### Clock wiring as the flow saved it, run 1

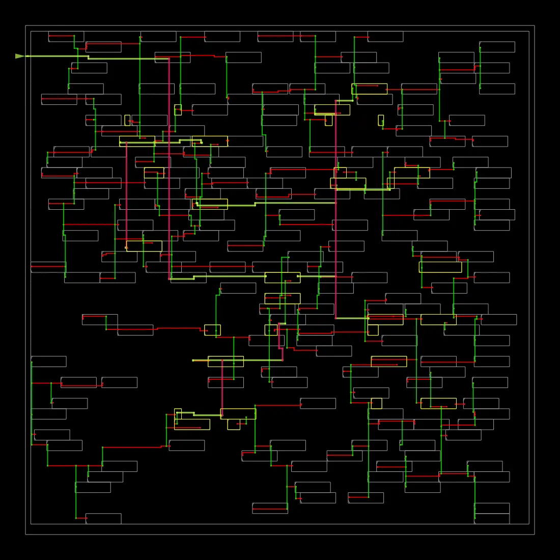
### Clock wires, drivers and flops, run 1

Scale bar: 50 um.
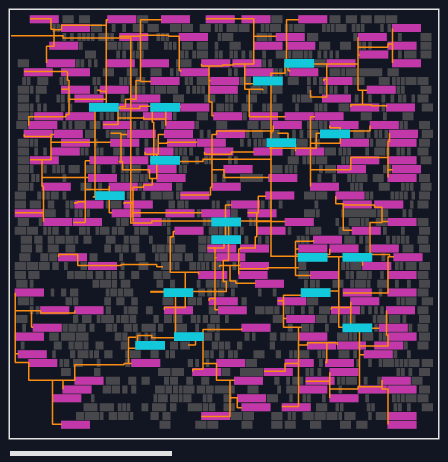
### Placed cells, one colour a class, run 1

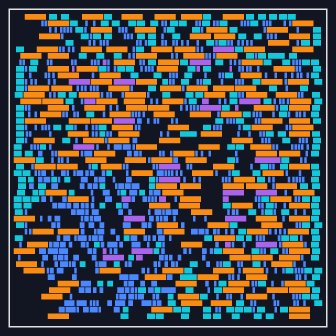
**config.mk**
```make
export PLATFORM = sky130hd
export DESIGN_NAME = rdma_hdr_parser_p
export DESIGN_NICKNAME = d
export VERILOG_FILES = /design/src/rtl/rdma_pkg.sv /design/src/rtl/rdma_axis_reg.sv /design/src/rtl/rdma_hdr_parser_p.sv
export SDC_FILE = /design/constraint.sdc
export NUM_CORES = 1
export LEC_CHECK = 0
export CORE_UTILIZATION = 45
export CTS_CLUSTER_DIAMETER = 50
export DETAILED_ROUTE_END_ITERATION = 12
export PLACE_DENSITY_LB_ADDON = 0.12
export SLEW_MARGIN = 0
export SYNTH_ARGS = -nofsm -noshare
export SYNTH_HDL_FRONTEND = slang
export SYNTH_SLANG_ARGS = --single-unit
```
**constraint.sdc**
```tcl
create_clock -name clk -period 2.7 [get_ports clk]
set_input_delay 0.27 -clock clk [delete_from_list [all_inputs] [get_ports clk]]
set_output_delay 0.27 -clock clk [all_outputs]
set_load 0.02 [all_outputs]
```
**src/rtl/rdma_pkg.sv**
```systemverilog
// Shared definitions for the RDMA receive header parser: field offsets,
// parser states and byte-level helpers.
package rdma_pkg;

  localparam int unsigned SRC_OFF  = 0;
  localparam int unsigned DST_OFF  = 2;
  localparam int unsigned LEN_OFF  = 4;
  localparam int unsigned CSUM_OFF = 6;
  localparam int unsigned KEEP_MAX = 64;

  typedef enum logic [1:0] {
    ST_HDR,
    ST_PAY,
    ST_DRAIN
  } state_t;

  // Lowest nbytes lanes set; callers slice down to their own lane count.
  function automatic logic [KEEP_MAX-1:0] keep_mask(input int unsigned nbytes);
    logic [KEEP_MAX-1:0] m;
    for (int unsigned i = 0; i < KEEP_MAX; i++) m[i] = (i < nbytes);
    return m;
  endfunction

  function automatic logic [15:0] bswap16(input logic [15:0] x);
    return {x[7:0], x[15:8]};
  endfunction

endpackage

```
**src/rtl/rdma_axis_reg.sv**
```systemverilog
// One-deep AXI-Stream register slice; holds its beat until the consumer takes it.
module rdma_axis_reg #(
  parameter int unsigned DATA_W = 64
) (
  input  logic                clk,
  input  logic                rst,
  input  logic [DATA_W-1:0]   s_data,
  input  logic [DATA_W/8-1:0] s_keep,
  input  logic                s_last,
  input  logic                s_valid,
  output logic                s_ready,
  output logic [DATA_W-1:0]   m_data,
  output logic [DATA_W/8-1:0] m_keep,
  output logic                m_last,
  output logic                m_valid,
  input  logic                m_ready
);

  assign s_ready = ~m_valid | m_ready;

  always_ff @(posedge clk or negedge rst) begin
    if (!rst) begin
      m_data  <= '0;
      m_keep  <= '0;
      m_last  <= 1'b0;
      m_valid <= 1'b0;
    end else if (s_valid && s_ready) begin
      m_data  <= s_data;
      m_keep  <= s_keep;
      m_last  <= s_last;
      m_valid <= 1'b1;
    end else if (m_ready) begin
      m_valid <= 1'b0;
    end
  end

endmodule

```
**src/rtl/rdma_hdr_parser_p.sv**
```systemverilog
// RDMA receive header parser: strips the big-endian header, publishes its
// fields and forwards exactly `length` payload bytes; over-length tails are drained.
module rdma_hdr_parser_p
  import rdma_pkg::*;
#(
  parameter int unsigned DATA_W       = 64,
  parameter int unsigned HDR_BYTES    = 8,
  parameter int unsigned LEN_INCL_HDR = 0
) (
  input  logic                clk,
  input  logic                rst,
  input  logic [DATA_W-1:0]   data_slave,
  input  logic [DATA_W/8-1:0] keep_slave,
  input  logic                valid_slave,
  input  logic                last_slave,
  output logic                ready_slave,
  output logic [DATA_W-1:0]   data_master,
  output logic [DATA_W/8-1:0] keep_master,
  output logic                valid_master,
  output logic                last_master,
  input  logic                ready_master,
  output logic [15:0]         src_port,
  output logic [15:0]         dst_address,
  output logic [15:0]         length,
  output logic [15:0]         checksum,
  output logic                hdr_valid,
  output logic                err_runt,
  output logic                err_short,
  output logic                err_long
);

  localparam int unsigned NB        = DATA_W / 8;
  localparam int unsigned HDR_BEATS = HDR_BYTES / NB;
  localparam int unsigned CNT_W     = (HDR_BEATS > 1) ? $clog2(HDR_BEATS) : 1;

  state_t                 state, state_nxt;
  logic [CNT_W-1:0]       hdr_cnt, hdr_cnt_nxt;
  logic [16:0]            rem, rem_nxt, take, pay_len;
  logic [HDR_BYTES*8-1:0] hdr_buf, hdr_nxt;
  logic [15:0]            len_field;
  logic [KEEP_MAX-1:0]    mask_full;
  logic [NB-1:0]          ld_keep;
  logic                   accept, ld, ld_last, reg_ready;
  logic                   fire_hdr, fire_runt, fire_short, fire_long;

  assign ready_slave = (state == ST_DRAIN) | reg_ready;
  assign accept      = valid_slave & ready_slave;
  assign take        = (rem > 17'(NB)) ? 17'(NB) : rem;

  always_comb begin
    state_nxt   = state;
    hdr_cnt_nxt = hdr_cnt;
    rem_nxt     = rem;
    hdr_nxt     = hdr_buf;
    fire_hdr    = 1'b0;
    fire_runt   = 1'b0;
    fire_short  = 1'b0;
    fire_long   = 1'b0;
    ld          = 1'b0;
    ld_last     = 1'b0;
    mask_full   = keep_mask(32'(take));
    ld_keep     = keep_slave & mask_full[NB-1:0];

    // The completing header word is merged here so fields latch on the same edge.
    for (int unsigned i = 0; i < HDR_BEATS; i++)
      if (state == ST_HDR && accept && hdr_cnt == CNT_W'(i))
        hdr_nxt[i*DATA_W +: DATA_W] = data_slave;

    len_field = bswap16(hdr_nxt[LEN_OFF*8 +: 16]);
    if (LEN_INCL_HDR != 0)
      pay_len = (17'(len_field) > 17'(HDR_BYTES)) ? 17'(len_field) - 17'(HDR_BYTES) : '0;
    else
      pay_len = 17'(len_field);

    unique case (state)
      ST_HDR: if (accept) begin
        if (hdr_cnt == CNT_W'(HDR_BEATS - 1)) begin
          fire_hdr    = 1'b1;
          hdr_cnt_nxt = '0;
          if (last_slave) begin
            fire_short = (pay_len != '0);
            rem_nxt    = '0;
          end else if (pay_len != '0) begin
            rem_nxt   = pay_len;
            state_nxt = ST_PAY;
          end else begin
            fire_long = 1'b1;
            state_nxt = ST_DRAIN;
          end
        end else if (last_slave) begin
          fire_runt   = 1'b1;
          hdr_cnt_nxt = '0;
        end else begin
          hdr_cnt_nxt = hdr_cnt + CNT_W'(1);
        end
      end
      ST_PAY: if (accept) begin
        ld      = 1'b1;
        ld_last = (rem <= 17'(NB)) | last_slave;
        rem_nxt = rem - take;
        if (rem <= 17'(NB)) begin
          hdr_cnt_nxt = '0;
          if (last_slave) begin
            state_nxt = ST_HDR;
          end else begin
            fire_long = 1'b1;
            state_nxt = ST_DRAIN;
          end
        end else if (last_slave) begin
          fire_short  = 1'b1;
          hdr_cnt_nxt = '0;
          state_nxt   = ST_HDR;
        end
      end
      ST_DRAIN: if (accept && last_slave) begin
        hdr_cnt_nxt = '0;
        state_nxt   = ST_HDR;
      end
      default: state_nxt = ST_HDR;
    endcase
  end

  always_ff @(posedge clk or negedge rst) begin
    if (!rst) begin
      state       <= ST_HDR;
      hdr_cnt     <= '0;
      rem         <= '0;
      hdr_buf     <= '0;
      src_port    <= '0;
      dst_address <= '0;
      length      <= '0;
      checksum    <= '0;
      hdr_valid   <= 1'b0;
      err_runt    <= 1'b0;
      err_short   <= 1'b0;
      err_long    <= 1'b0;
    end else begin
      state     <= state_nxt;
      hdr_cnt   <= hdr_cnt_nxt;
      rem       <= rem_nxt;
      hdr_buf   <= hdr_nxt;
      hdr_valid <= fire_hdr;
      err_runt  <= fire_runt;
      err_short <= fire_short;
      err_long  <= fire_long;
      if (fire_hdr) begin
        src_port    <= bswap16(hdr_nxt[SRC_OFF*8 +: 16]);
        dst_address <= bswap16(hdr_nxt[DST_OFF*8 +: 16]);
        length      <= len_field;
        checksum    <= bswap16(hdr_nxt[CSUM_OFF*8 +: 16]);
      end
    end
  end

  rdma_axis_reg #(
    .DATA_W(DATA_W)
  ) u_out_reg (
    .clk    (clk),
    .rst    (rst),
    .s_data (data_slave),
    .s_keep (ld_keep),
    .s_last (ld_last),
    .s_valid(ld),
    .s_ready(reg_ready),
    .m_data (data_master),
    .m_keep (keep_master),
    .m_last (last_master),
    .m_valid(valid_master),
    .m_ready(ready_master)
  );

endmodule

```
==> deck_impl_summary.md, run 1 <==
Run Summary

Status
  • Status: finished clean

CTS
  • Hold Buf Count CTS: 1
  • CTS root buf: clkbuf_16
  • CTS sink count: 178
  • CTS Buffer Depth: 2
  • Post-CTS Setup Inserts: 0
  • Cells resized by post-CTS repair: 0
  • H-tree levels: 4

Setup path
  • Startpoint Class: register
  • CP Launch Point: rem[14]
  • Worst-path fanout max: 6
  • CP Buf/Inv Count: 0
  • Worst R2R Setup Slack: 0.19 ns
  • Worst reg2reg path endpoint: rem[14]
  • CP Class: reg -> reg
  • Worst path max stage delay: 0.43 ns

Drt
  • Vias per cell: 5.10
  • WL final: 22.1 mm
  • Antenna Nets Post-Route: 0
  • Vias: 6751

Yosys
  • Cells after Synth: 867
  • Synth top cells by count: nand2_1, dfrtp_1, clkbuf_1
  • AND-OR/OR-AND share of the synthesized area: 0.0674
  • Syn_area_per_cell: 8.78 sq um
  • Main logic family after synthesis: simple AND/OR/NAND/NOR gates
  • Count leader, synth: nand2_1

Die
  • IO Count: 220
  • Die X: 132 um
  • Fp_density: 0.461

Final timing
  • Unrepaired setup endpoints after global routing: no
  • Fin. Hold Viols: 0
  • Slew margin rel.: 0.399
  • Ratio of final minimum period to clock period: 0.929
  • Final Max Slew Viols: 0
  • Worst-Margin Slew: 0.902 ns

Min path
  • Worst min-delay path class: in -> reg
  • Hold Crit Start: keep_slave[2]
  • Cell depth of the worst hold path: 3
  • Hold endpoint: u_out_reg.m_keep[2]

Place
  • Placed instance count: 1293

GRT
  • Initial antenna violation count: 0
  • Largest net degree at the start of global routing: 78
  • First-pass GRT wire length: 35.5 mm

Finish
  • Layout Cells excl Fill: 1325
  • Area growth syn-to-layout: 41.4%

Run
  • Max-Cap Viols: 0
Back to the opening pictures, 'Clock wiring as the flow saved it':
Max Clock Skew: 0.0115 ns
clock buffer count: 20

Back to the opening pictures, 'Clock wires, drivers and flops':
- magenta: flip-flops (count 178)
- orange: clock wires (length 2110 um)
- cyan: clock-net drivers (count 17)
- flops lie: spread over the die
- routed clock nets: 18
clk latency late pin: 0.43 ns
clock network fraction of total power: 0.174
Clk power: 2.34 mW

Back to the opening pictures, 'Placed cells, one colour a class':
- purple: clock drivers and dummy loads (cells 31; share of their area 5.2%)
- blue: remaining logic cells (cells 642; share of their area 29%)
- orange: registers (cells 178; share of their area 42%)
- cyan: remaining buffers and delay cells (cells 254; share of their area 24%)
utilization after layout: 0.652
Rows: 47
final instance area: 10800 sq um
area of the core: 16500 sq um

==> run 1: flip-flops by register name (all words and copies together) (netlist names) <==
name and count:
checksum 16, dst_address 16, err_long 1, err_runt 1
err_short 1, hdr_buf 16, hdr_cnt 1, hdr_valid 1
length 16, rem 17, src_port 16, state 2
u_out_reg.m_data 64, u_out_reg.m_keep 8, u_out_reg.m_last 1, u_out_reg.m_valid 1
==> run 1: layout make-up <==
| cell class | instances | area (sq um) |
|---|---|---|
| well taps | 220 | 275 |
| multi-input cells | 632 | 2950 |
| repair buffers | 254 | 2500 |
| fillers | 1403 | 5760 |
| clock inverters | 11 | 103 |
| inverters | 10 | 37.5 |
| flip-flops and latches | 178 | 4450 |
| clock buffers | 20 | 447 |
==> run 1: cells in the final DEF (no fill, tap or decap), drive strengths merged, types with 3 or more instances in the layout <==
master and count:
or2 3, a21oi 9, a2bb2oi 3, clkinv 6
nand2b 5, inv 12, dfrtp 178, or3 6
clkbuf 20, nand2 445, nand4 5, nand3 13
clkdlybuf4s50 218, o21a 4, or4 3, mux2i 5
nor3b 3, ha 5, o211ai 4, and2 5
nor4 13, o21ai 22, buf 35, nand3b 4
nor3 17, and3 3, a211oi 6, a22oi 3
nor2 14
==> run 1: through the flow <==
step,power [mW],setup slack [ns]
2_1_floorplan,8.02,0.266
3_3_place_gp,11.0,0.149
3_5_place_dp,11.1,0.118
4_1_cts,13.5,0.0945
5_1_grt,14.2,0.0101
6_report,13.4,0.191
==> run 1: per-layer routing <==
metal  vias up  GRT usage  wire (um)
met5         -          0          0
met2       252      0.407      10100
met4         0     0.0685        267
met1      3202      0.375      10200
li1       3275          -          -
met3        22     0.0573       1560
==> run 1: power by group <==
part           leakage [nW]  internal (mW)  switching (mW)
Sequential             2.24           3.86           0.717
Combinational          2.72           2.80            3.70
Clock                 0.268           1.30            1.04
==> run 2: changes to the inputs <==
--- a/config.mk
+++ b/config.mk
@@ -5,6 +5,7 @@
 export SDC_FILE = /design/constraint.sdc
 export NUM_CORES = 1
 export LEC_CHECK = 0
+export ABC_CLOCK_PERIOD_IN_PS = 2700
 export CORE_UTILIZATION = 45
 export CTS_CLUSTER_DIAMETER = 50
 export DETAILED_ROUTE_END_ITERATION = 12
### Wiring heat map, run 2

The die is cut into 26 by 26 equal tiles; dark blue is low, red is high, scaled to the fullest tile. Values are wire area over tile area, all layers added.
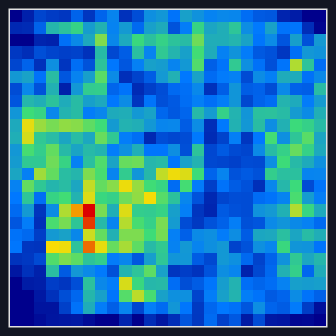
- nearly empty tiles: 2.8%
- densest ninth of the die: left middle
- mean over tiles: 0.20

==> run 2 against run 1 <==
  * Non-clock buffer count unchanged
  * Setup slack did not move
  * Sequential power about the same
  * Global-route usage unchanged
  * Die size did not move
  * Cell area unchanged
  * Critical path depth unchanged
  * Area after synthesis unchanged
  * Register-to-register slack barely moved
  * Clock-buffer cell count unchanged
  * Critical path type unchanged
==> deck_impl_summary.md, run 2 <==
Run Summary

Final timing
  • Worst-Margin Slew: 0.902 ns (unchanged)
  • Slew margin rel.: 0.399 (unchanged)
  • Fin. Hold Viols: 0 (unchanged)
  • Final Max Slew Viols: 0 (unchanged)
  • Final setup margin: 0.191 ns (unchanged)
  • Unrepaired setup endpoints after global routing: no (unchanged)
  • Max Clock Skew: 0.0115 ns (unchanged)

Min path
  • Hold endpoint: u_out_reg.m_keep[2] (unchanged)
  • Cell depth of the worst hold path: 3 (unchanged)

GRT
  • Met3 GRT Util: 0.0573 (unchanged)
  • First-pass GRT wire length: 35.5 mm (unchanged)
  • Met2 Resource Use GR: 0.407 (unchanged)
  • Most Used Layer, Global Route: met2 (unchanged)

Power
  • Power share of the combinational group: 0.485 (about the same)
  • Switch share: 0.407 (unchanged)
  • Biggest consumer: combinational cells (unchanged)
  • Combinational power: 6.50 mW (about the same)
  • Seq group: 4.58 mW (about the same)
  • Clock network fraction of total power: 0.174 (about the same)
  • Int Pwr: 7.96 mW (unchanged)
  • Total power draw: 13.4 mW (unchanged)

Run
  • Max-Cap Viols: 0 (unchanged)

Die
  • IO Count: 220 (unchanged)
  • Fp_density: 0.461 (unchanged)
  • Die X: 132 um (unchanged)
  • Area of the core: 16500 sq um (unchanged)
  • Rows: 47 (unchanged)

CTS
  • CTS Buffer Depth: 2 (unchanged)
  • CTS root buf: clkbuf_16 (unchanged)
  • Clk latency late pin: 0.43 ns (about the same)

Finish
  • Register bank with the most flops: u_out_reg.m_data (unchanged)
  • Dominant logic cell types in the final layout: nand2_1, clkdlybuf4s50_1, dfrtp_1 (unchanged)
  • Leading registers by flop count: u_out_reg.m_data x64, rem x17 (unchanged)
  • Max reg flops: 64 (unchanged)

Setup path
  • Worst reg2reg path endpoint: rem[14] (unchanged)
  • Startpoint Class: register (unchanged)
  • CP Class: reg -> reg (unchanged)
  • Worst-path fanout max: 6 (unchanged)
  • CP Launch Point: rem[14] (unchanged)
  • Worst R2R Setup Slack: 0.19 ns (about the same)

Yosys
  • Cells after Synth: 867 (unchanged)
  • Synth top cells by count: nand2_1, dfrtp_1, clkbuf_1 (unchanged)

Drt
  • Antenna Nets Post-Route: 0 (unchanged)
  • Vias per cell: 5.10 (unchanged)

Place
  • Placed instance count: 1293 (unchanged)

Status
  • Status: finished clean (unchanged)
### The metal 4 layer, run 2

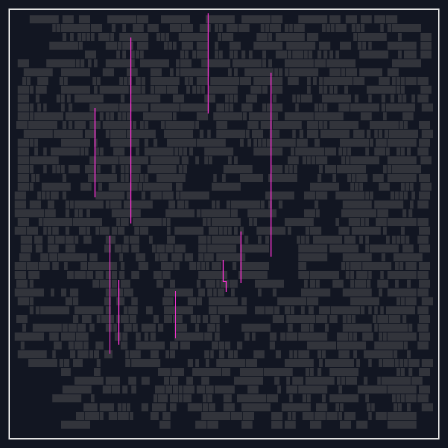
- wire length on this layer: 268 um
- longest straight run: 57.1 um
- nets with wire on the layer: 6
Vias: 6751
WL final: 22.1 mm

==> run 2: cell counts after synthesis <==
No cell type changed its count.
==> run 2: kinds of logic after synthesis <==
kind of cell | synth area share
flip-flops | 0.585
adder cells (fa/ha/maj) | 0.00822
AND-OR/OR-AND | 0.0674
other | 0.000493
AND/OR/NAND/NOR | 0.300
buffers and inverters | 0.0319
multiplexers | 0.00657
==> run 2: routing by layer <==
metal,wire [um],part of all wire,vias to the layer above
met5,0,0,-
met4,267,0.012,0
met3,1560,0.070,22
met2,10100,0.45,252
met1,10200,0.46,3202
li1,-,-,3275
==> run 2: through the flow <==
| step | cell area, sq um | utilization |
|---|---|---|
| after floorplan | 7610 | - |
| after global placement | 10200 | 0.617 |
| after detailed placement | 10200 | 0.617 |
| after CTS | 10700 | 0.650 |
| after global routing | 10800 | 0.652 |
| final | 10800 | 0.652 |
==> run 2: layout make-up <==
type | instances | area (sq um) | share of cell area
clock inverters | 11 | 103 | 0.00953
well taps | 220 | 275 | 0.0256
flip-flops and latches | 178 | 4450 | 0.414
clock buffers | 20 | 447 | 0.0415
multi-input cells | 632 | 2950 | 0.274
inverters | 10 | 37.5 | 0.00349
repair buffers | 254 | 2500 | 0.232
==> run 2: what timing repair did <==
| item | 4_1_cts | 5_1_grt |
|---|---|---|
| hold endpoints to repair | 66 | 0 |
| gates resized | 0 | 4 |
| hold buffers | 1 | 0 |
| endpoints found under the setup margin | 0 | 7 |
==> run 2: critical path, cell delays in order, from the launching register on <==
cell	delay (ns)
dfrtp_1	0.43
nor4_1	0.38
nand4_1	0.18
o21ai_0	0.19
ha_1	0.30
nor4b_1	0.28
a211o_1	0.23
nor3_1	0.07
a222oi_1	0.23
nand2_1	0.10
No activity file was given, so power comes from the tool's default toggle rates.
